===== src/rtl/width_enum_pkg.sv =====
// Shared definitions for the enum-code sequencer: legal codes, FSM encoding,
// and helpers for code legality and sequence order.
package width_enum_pkg;

  localparam logic [3:0] E0 = 4'h0;
  localparam logic [3:0] E1 = 4'h5;
  localparam logic [3:0] E2 = 4'h6;
  localparam logic [3:0] E3 = 4'h7;
  localparam logic [3:0] E4 = 4'hA;

  typedef enum logic [1:0] {
    StIdle = 2'd0,
    StRun  = 2'd1,
    StDone = 2'd2,
    StErr  = 2'd3
  } state_e;

  function automatic logic code_legal(input logic [3:0] code);
    logic legal;
    case (code)
      E0, E1, E2, E3, E4: legal = 1'b1;
      default:            legal = 1'b0;
    endcase
    return legal;
  endfunction

  // E4 wraps to E0; callers detect the end of sequence separately.
  function automatic logic [3:0] next_code(input logic [3:0] code);
    logic [3:0] nxt;
    case (code)
      E0:      nxt = E1;
      E1:      nxt = E2;
      E2:      nxt = E3;
      E3:      nxt = E4;
      default: nxt = E0;
    endcase
    return nxt;
  endfunction

endpackage


===== src/rtl/width_enum_dwell.sv =====
// Dwell counter: counts enabled cycles and signals wrap on the last of h cycles.
module width_enum_dwell #(
  parameter int unsigned DWELL_W = 4
) (
  input  logic               clk,
  input  logic               rst,
  input  logic               clear,
  input  logic               enable,
  input  logic [DWELL_W-1:0] h,
  output logic               wrap
);

  logic [DWELL_W-1:0] cnt_q, cnt_d;

  assign wrap = enable && (cnt_q == (h - DWELL_W'(1)));

  always_comb begin
    cnt_d = cnt_q;
    if (clear) begin
      cnt_d = '0;
    end else if (enable) begin
      cnt_d = wrap ? '0 : cnt_q + DWELL_W'(1);
    end
  end

  always_ff @(posedge clk or posedge rst) begin
    if (rst) begin
      cnt_q <= '0;
    end else begin
      cnt_q <= cnt_d;
    end
  end

endmodule


===== src/rtl/width_enum_seq.sv =====
// Enum-code sequencer: steps E0..E4 with a programmable dwell per code,
// supports stall, jump-by-load, and an error state on illegal jump targets.
module width_enum_seq
  import width_enum_pkg::*;
#(
  parameter int unsigned CODE_W  = 4,
  parameter int unsigned DWELL_W = 4
) (
  input  logic               clk,
  input  logic               rst,
  input  logic               start,
  input  logic [DWELL_W-1:0] hold_len,
  input  logic               stall,
  input  logic               load_valid,
  input  logic [CODE_W-1:0]  load_code,
  output logic [CODE_W-1:0]  code_out,
  output logic               code_valid,
  output logic               is_e2,
  output logic               busy,
  output logic               done,
  output logic               err
);

  state_e             state_q, state_d;
  logic [CODE_W-1:0]  code_q, code_d;
  logic [DWELL_W-1:0] h_q, h_d;
  logic               start_ok;
  logic               dwell_clr;
  logic               dwell_en;
  logic               dwell_wrap;

  assign start_ok  = start && ((state_q == StIdle) || (state_q == StErr));
  // A load overrides stall and the normal advance, so it also suppresses counting.
  assign dwell_clr = start_ok || ((state_q == StRun) && load_valid);
  assign dwell_en  = (state_q == StRun) && !stall && !load_valid;

  width_enum_dwell #(
    .DWELL_W (DWELL_W)
  ) u_dwell (
    .clk    (clk),
    .rst    (rst),
    .clear  (dwell_clr),
    .enable (dwell_en),
    .h      (h_q),
    .wrap   (dwell_wrap)
  );

  always_comb begin
    state_d = state_q;
    code_d  = code_q;
    h_d     = h_q;
    unique case (state_q)
      StIdle, StErr: begin
        code_d = E0;
        if (start) begin
          state_d = StRun;
          h_d     = (hold_len == '0) ? DWELL_W'(1) : hold_len;
        end
      end
      StRun: begin
        if (load_valid) begin
          if (code_legal(load_code)) begin
            code_d = load_code;
          end else begin
            state_d = StErr;
            code_d  = E0;
          end
        end else if (dwell_wrap) begin
          if (code_q == E4) begin
            state_d = StDone;
            code_d  = E0;
          end else begin
            code_d = next_code(code_q);
          end
        end
      end
      StDone: begin
        state_d = StIdle;
        code_d  = E0;
      end
      default: begin
        state_d = StIdle;
        code_d  = E0;
      end
    endcase
  end

  always_ff @(posedge clk or posedge rst) begin
    if (rst) begin
      state_q <= StIdle;
      code_q  <= E0;
      h_q     <= DWELL_W'(1);
    end else begin
      state_q <= state_d;
      code_q  <= code_d;
      h_q     <= h_d;
    end
  end

  assign code_out   = code_q;
  assign code_valid = (state_q == StRun);
  assign is_e2      = (code_q == E2) && code_valid;
  assign busy       = (state_q == StRun) || (state_q == StDone);
  assign done       = (state_q == StDone);
  assign err        = (state_q == StErr);

endmodule


===== config.mk =====
export PLATFORM = sky130hd
export DESIGN_NAME = width_enum_seq
export DESIGN_NICKNAME = d
export VERILOG_FILES = /design/src/rtl/width_enum_pkg.sv /design/src/rtl/width_enum_dwell.sv /design/src/rtl/width_enum_seq.sv
export SDC_FILE = /design/constraint.sdc
export NUM_CORES = 1
export LEC_CHECK = 0
export CELL_PAD_IN_SITES_DETAIL_PLACEMENT = 0
export CELL_PAD_IN_SITES_GLOBAL_PLACEMENT = 1
export CORE_UTILIZATION = 37
export DETAILED_ROUTE_END_ITERATION = 6
export MAX_ROUTING_LAYER = met4
export PLACE_DENSITY_LB_ADDON = 0.1
export SLEW_MARGIN = 20
export SYNTH_ARGS = -nofsm -noshare
export SYNTH_HDL_FRONTEND = slang
export SYNTH_HIERARCHICAL = 1
export SYNTH_SLANG_ARGS = --single-unit

===== constraint.sdc =====
create_clock -name clk -period 2.7 [get_ports clk]
set_input_delay 0.405 -clock clk [delete_from_list [all_inputs] [get_ports clk]]
set_output_delay 0.405 -clock clk [all_outputs]
set_load 0.01 [all_outputs]

**Run 1: the clock network**

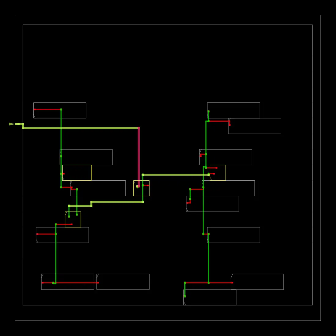
clk_skew: 2.31 ps
clock group power: 0.148 mW
clock insertion delay at the later pin of the skew report: 280 ps
flop count: 14
number of clock buffers inserted by TritonCTS: 3

**Run 1: signal wires by layer**

Two of the layers only.
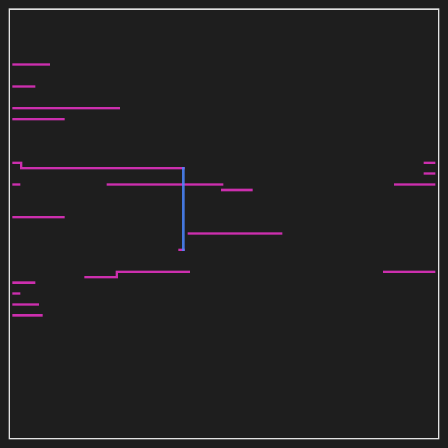
- M3: magenta (wire length 121 µm)
- M4: blue (wire length 10.2 µm)

**Run 1: cell sizes after repair**

Scale bar: 20 µm.
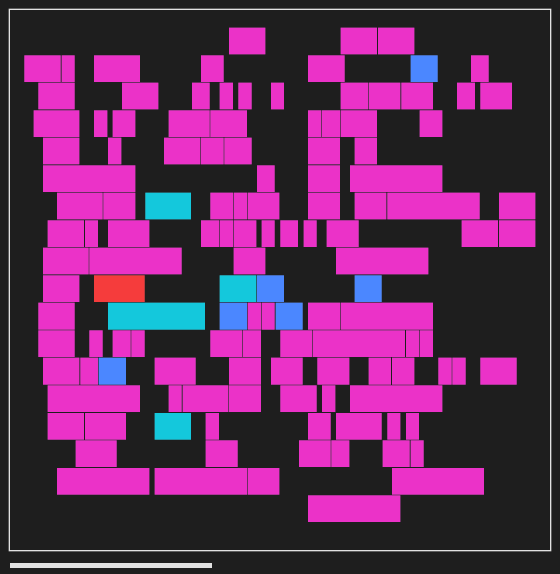
- x2: cyan (cells 4; share 3.1%)
- x6 and larger: red (cells 1; share 0.78%)
- x3 and x4: blue (cells 6; share 4.7%)
- x1 and smaller: magenta (cells 117; share 91%)

==> flow_results.org, run 1 <==
#+TITLE: Flow metrics

** Outcome
- The flow ran to the end, and the final reports show no timing, DRC or antenna violations.

** Layout
- Fill cells in the final layout number 268.
- At the end of the flow the core is filled with cells to 0.506.
- The sequential cells in the finished layout cover a total of 352 µm².
- Non-filler cells, final :: 158
- Synth-to-Final Area Change :: 28.3%
- Of the cells placed in the final design, the portion with a size suffix greater than 1 is 0.0859.
- Once layout is done, the placed cells without fillers occupy 1250 µm².
- Most frequently placed logic cell in the final layout :: clkdlybuf4s50_1
- The final antenna diode tally reported by the flow is 0.
- The net count of the finished layout is 148.
- Commonest non-fill, non-tap cells in the layout :: clkdlybuf4s50_1 (21), dfrtp_1 (13), nand2_1 (9), inv_1 (9), nor2_1 (8)

** STA
- Achievable clock frequency :: 419 MHz
- Max Transition Viols Final :: 0
- In the finished design, the share of the clock period the worst path needs comes to 0.885.
- Counting endpoints that fail hold in the final report gives 0.
- Unrepaired setup endpoints after global routing :: false
- The final report lists the setup-violating endpoint count as 0.
- The pin closest to its max-slew limit shows a slew of 448 ps.
- Rel. slew slack :: 0.699
- Total negative slack for setup checks :: 0 ps
- Setup slack closes at 311 ps.

** Route
- For this run, the detailed router reports a per-instance via density of 5.34.
- Wire length per cell after detailed routing :: 13.2 µm
- Per the post-route antenna check, the number of violating nets is 0.
- The first routing iteration left 4 violations.

** Die
- Initial Utilization :: 0.394
- Number of ports placed on the die boundary :: 22
- The floorplan step set the die height to 53.4 µm.
- Measured along the x axis, the die boundary spans 53.4 µm.

** Logic synthesis
- Looking at area per cell type in the netlist, the leader is dfrtp_1.
- Post-synth ARST share :: 1.00
- Per the synthesis report, the AND-OR/OR-AND share of the synthesized area is 0.169.
- Per the post-synthesis stats, the area per cell is 9.31 µm².
- Synth cell types :: 36
- Floorplan Nets :: 124
- Mux area share :: 0.0461
- After synthesis the netlist holds a flip-flop and latch count of 14.
- Post-synth the commonest register cell is dfrtp_1.
- The cell-mix breakdown from Yosys lists the XOR/XNOR area share as 0.0986.
- Cell area after synthesis :: 977 µm²
- Sequential fraction of the synthesis area :: 0.360
- In this run, the synthesized area fraction spent on adder and majority cells is recorded as 0.0768.
- Among the non-sequential cells, simple AND/OR/NAND/NOR gates take the most area.
- Number of synthesized flops with an enable pin :: 0

** Worst setup path
- The endpoint identified for the worst register-to-register timing path is state_q[1].
- STA classifies the critical path startpoint as a flop.
- Per the timing report, the biggest fanout along the worst path comes to 4.
- Type of the worst setup path :: reg -> reg
- Counting cells, the worst reg-to-reg path comes to 9.
- The worst setup path is captured at a flop.
- The capture point of the critical path was reported as state_q[1].
- Per STA, the startpoint of the critical path is h_q[0].

** Global routing
- The number of global-route vias before repair came to 769.
- Maximum number of pins on one net before global-route repair :: 11

** Pwr
- Looking at the VDD voltage map, the peak drop is 0.000570 V.
- Leakage power :: 0.543 nW
- Ratio of total power to cell area :: 952 nW/µm²

** Clock tree
- Clock root buffer :: clkbuf_4
- Clk sink count :: 14
- After clock tree synthesis, the setup repair step added 0 buffers.
- Post-CTS repair ended up resizing 0 cells.
- TritonCTS built the clock tree.
- CTS built an H-tree with a depth of 1.
- The number of hold buffers added after CTS was 0.
- Clock slew seen by the registers of the worst setup and hold paths :: 80 ps

** Run
- Maximum Capacitance Violations :: 0
- The stage logs contain a warning count of 29.

** Placed design
- Once placement completed, the tool counted placed cells totaling 154.
- Routability cong. :: 0.757
## run 1: worst max-delay path, cell delays in order (launching register included)
cell and delay (ps):
dfstp_2 570, inv_1 50, ha_1 300, xor2_1 130, nand3_1 120, nor3_2 180, nor4b_1 270, a31oi_1 160
o22ai_2 160, mux2_1 330
## run 1: cell families (layout without fill, tap and decap cells)
kind of cell,count (synthesis),count (layout)
and+or+nand+nor,34,34
AOI/OAI and AO/OA,22,22
DFF,14,14
buffers and inverters,14,37
xor gates and xnor gates,11,11
adders and majority gates,6,6
muxes,4,4
## run 1: registers in the layout, summed over array words and instances, names as in the netlist
name / cells
h_q: 4
u_dwell/cnt_q: 4
state_q: 2
code_out: 4
## run 1: cells in the mapped netlist, drive strengths merged, types with 2 or more instances
cell	count
nor3	6
o21ai	3
xnor2	5
buf	4
o22ai	2
nor4	2
o2bb2ai	4
ha	6
inv	9
nor2	8
dfrtp	13
mux2	4
nand2	9
nor2b	2
xor2	6
a21oi	3
a31oi	2
nor4b	2
## run 1: metal layers
layer | vias up | GRT usage | routed length (µm)
met3 | 2 | 0.0661 | 121
met5 | - | - | 0
met2 | 23 | 0.267 | 922
met4 | 0 | 0.0351 | 10
met1 | 393 | 0.243 | 1040
li1 | 425 | - | -
## run 1: final cells by class
class,count,share of cell area
well taps,30,0.0299
multi-input cells,77,0.448
repair buffers,24,0.186
flip-flops and latches,14,0.280
inverters,9,0.0269
clock buffers,4,0.0289
## run 1: where the power goes
part	total [mW]	switching [mW]	internal, mW
registers	0.401	0.111	0.289
clock network	0.148	0.0656	0.0820
logic	0.645	0.309	0.337
==> run 2: changes to the inputs <==
--- a/config.mk
+++ b/config.mk
@@ -9,7 +9,6 @@
 export CELL_PAD_IN_SITES_GLOBAL_PLACEMENT = 1
 export CORE_UTILIZATION = 37
 export DETAILED_ROUTE_END_ITERATION = 6
-export MAX_ROUTING_LAYER = met4
 export PLACE_DENSITY_LB_ADDON = 0.1
 export SLEW_MARGIN = 20
 export SYNTH_ARGS = -nofsm -noshare
**Run 2: signal wires by layer**

Two of the layers only.
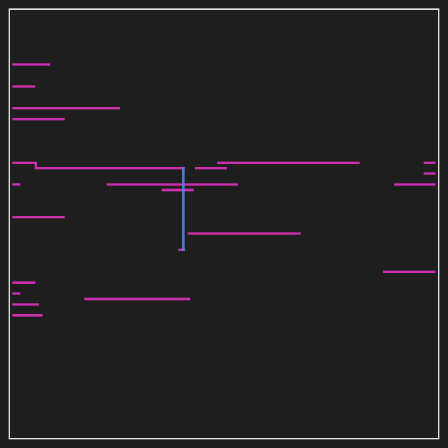
- M3: magenta (wire length 146 µm)
- M4: blue (wire length 10.2 µm)

**Run 2: cell sizes after repair**

Scale bar: 20 µm.
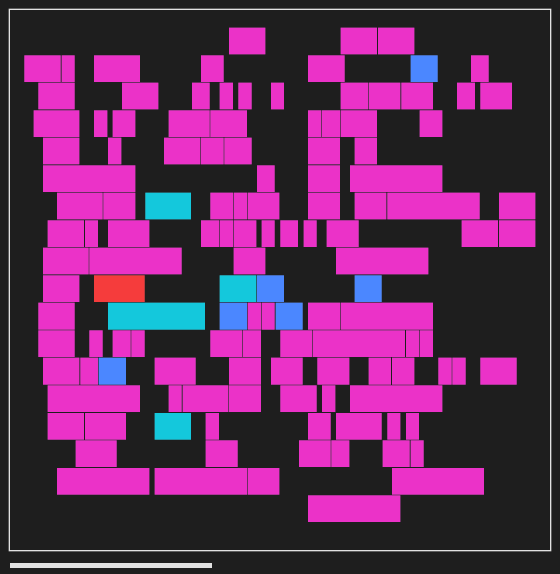
- x6 and larger: red (cells 1; share 0.78%)
- x1 and smaller: magenta (cells 117; share 91%)
- x3 and x4: blue (cells 6; share 4.7%)
- x2: cyan (cells 4; share 3.1%)

==> flow_results.org, run 2 <==
#+TITLE: Flow metrics

** Worst setup path
- Register-to-Register Path Depth :: 9 (unchanged)
- The longest individual stage delay on the worst path is 600 ps (+30 ps).
- Walking the worst path, the cells encountered are inv_1, ha_1, inv_1, nor4_1, clkdlybuf4s50_1.
- In this design, the critical path's most frequently occurring cell is inv_1.
- Broken down by cell family, the worst path's largest delay share belongs to buffers and inverters.
- Type of the worst setup path :: reg -> out
- The largest driver fanout on the critical path came to 4 (unchanged).
- Endpoint of the worst-slack reg-to-reg timing path :: state_q[1]
- Buffers & Inverters on Critical Path :: 3 (+2)

** Pwr
- Ratio of total power to cell area :: 950 nW/µm² (-0.19%)
- The part of the total power dissipated in the clock network was 0.124 (about the same).
- Leakage power :: 0.543 nW (unchanged)
- The proportion of power drawn by flip-flops and latches was 0.336 (about the same).
- Internal power :: 0.708 mW (about the same)
- Fraction of power spent switching nets :: 0.406 (-0.00104)
- NetSw :: 0.484 mW (-0.45%)

** Route
- The DRC marker count from the first detailed-route iteration is 5 (+1).
- The total routed wire length on the met1 layer came to 992 µm (-4.2%).
- The routed length per placed instance came to 13.3 µm (+0.24%).
- The mean number of vias per cell was 5.42 (+1.5%).
- The detailed route wirelength on metal2 came to 945 µm (+2.5%).
- The post-route antenna net violation count came to 0 (unchanged).
- After detailed routing, no signal wire sits above met4.

** Clock tree
- The post-CTS setup-driven buffer insertion count was 0 (unchanged).
- The number of clock sinks is 14 (unchanged).
- Clock insertion delay at the later pin of the skew report :: 280 ps (about the same)
- TritonCTS clock tree :: done
- Clock slew seen by the registers of the worst setup and hold paths :: 80 ps (about the same)
- Post-cts hold-fix buffer tally :: 0 (unchanged)
- The total clock buffers created by CTS came to 3 (unchanged).
- The total of cells resized after clock tree synthesis is 0 (unchanged).
- Clock root buffer :: clkbuf_4

** Logic synthesis
- Dominant cell by count in the synthesized netlist :: dfrtp_1
- Counting instances in the post-synthesis netlist gives the leading cell types as dfrtp_1 (13), inv_1 (9), nand2_1 (9).
- Number of synthesized register bits :: 14 (unchanged)
- The proportion of synthesized flip-flops having asynchronous set or reset came to 1.00 (unchanged).
- Floorplan Nets :: 124 (unchanged)
- The commonest register cell is dfrtp_1.
- Synth cell types :: 36 (unchanged)
- Looking at area per cell type in the netlist, the leader is dfrtp_1.
- The number of enable-type register cells in the synthesized netlist came to 0 (unchanged).
- The fraction of the yosys area taken by sequential cells came to 0.360 (unchanged).
- Mean instance size in the synthesized netlist :: 9.31 µm² (unchanged)

** STA
- The setup-violating endpoint count in the final report is 0 (unchanged).
- The final count of hold timing violations was 0 (unchanged).
- Share of the cycle needed by the critical path after routing :: 0.884 (-0.00108)
- Setup repair after global routing left no endpoint under its margin.
- Achievable clock frequency :: 419 MHz (+0.12%)
- Total negative slack for setup checks :: 0 ps (unchanged)
- The transition time at the pin with the least slew margin came to 442 ps (-6.75 ps).
- Setup slack after layout :: 314 ps (+2.92 ps)
- The clock skew came to 0.382 ps (-1.93 ps).

** Global routing
- Maximum number of pins on one net before global-route repair :: 11 (unchanged)

** Layout
- Most frequently placed logic cell in the final layout :: clkdlybuf4s50_1
- Commonest non-fill, non-tap cells in the layout :: clkdlybuf4s50_1 (21), dfrtp_1 (13), nand2_1 (9), inv_1 (9), nor2_1 (8)
- Non-filler cells, final :: 158 (unchanged)
- ANT cells :: 0 (unchanged)
- Share of final-layout standard cells stronger than drive strength 1 :: 0.0859 (unchanged)
- Final #Nets :: 148 (unchanged)
- The signed area change from the synthesized netlist to the final layout was 28.3% (unchanged).

** Outcome
- Status :: completed

** Die
- The total I/O pin count came to 22 (unchanged).
- The x dimension of the die was 53.4 µm (unchanged).
- The vertical die dimension was 53.4 µm (unchanged).
- The core utilization at floorplan is 0.394 (unchanged).

** Run
- The number of warning messages in the logs came to 29 (unchanged).
[run 2: logic make-up after synthesis]
family	count (synthesis)	synth area share
AND-OR/OR-AND	22	0.169
AND/OR/NAND/NOR	34	0.184
XOR/XNOR	11	0.0986
adder cells (fa/ha/maj)	6	0.0768
buffers and inverters	14	0.0653
flip-flops	14	0.360
multiplexers	4	0.0461
[run 2: power by group through the flow]
stage,sequential [mW],clock [mW],combinational (mW)
2_1_floorplan,0.359,0,0.481
3_3_place_gp,0.403,0,0.643
3_5_place_dp,0.407,0,0.646
4_1_cts,0.402,0.155,0.652
5_1_grt,0.419,0.168,0.716
6_report,0.400,0.147,0.644
[run 2: worst max path at each step]
stage | slack [ps] | start | end | cells past startpoint
final | 310 | state_q[1] | is_e2 | 5
after CTS | 290 | h_q[0] | state_q[1] | 9
after floorplan | 210 | state_q[1] | state_q[1] | 11
after global routing | 120 | h_q[0] | state_q[1] | 9
after detailed placement | 160 | load_valid | state_q[1] | 10
after global placement | 230 | load_valid | state_q[1] | 10
[run 2: stage by stage]
stage	power, mW	util	area, µm²
3_3_place_gp	1.05	0.491	1220
3_5_place_dp	1.05	0.491	1220
6_report	1.19	0.506	1250
5_1_grt	1.30	0.506	1250
4_1_cts	1.21	0.506	1250
2_1_floorplan	0.840	-	977
[run 2: final cells by class]
class                   instances  area (µm²)
fillers                       268        1220
multi-input cells              77         562
flip-flops and latches         14         352
repair buffers                 24         233
well taps                      30        37.5
clock buffers                   4        36.3
inverters                       9        33.8
[run 2: per-layer routing]
metal | track usage | vias up
met4 | 0.0351 | 0
met3 | 0.0661 | 2
met1 | 0.241 | 403
met5 | 0 | -
li1 | - | 422
met2 | 0.269 | 29
Power figures rest on the tool's default switching activity, not on a simulated workload.
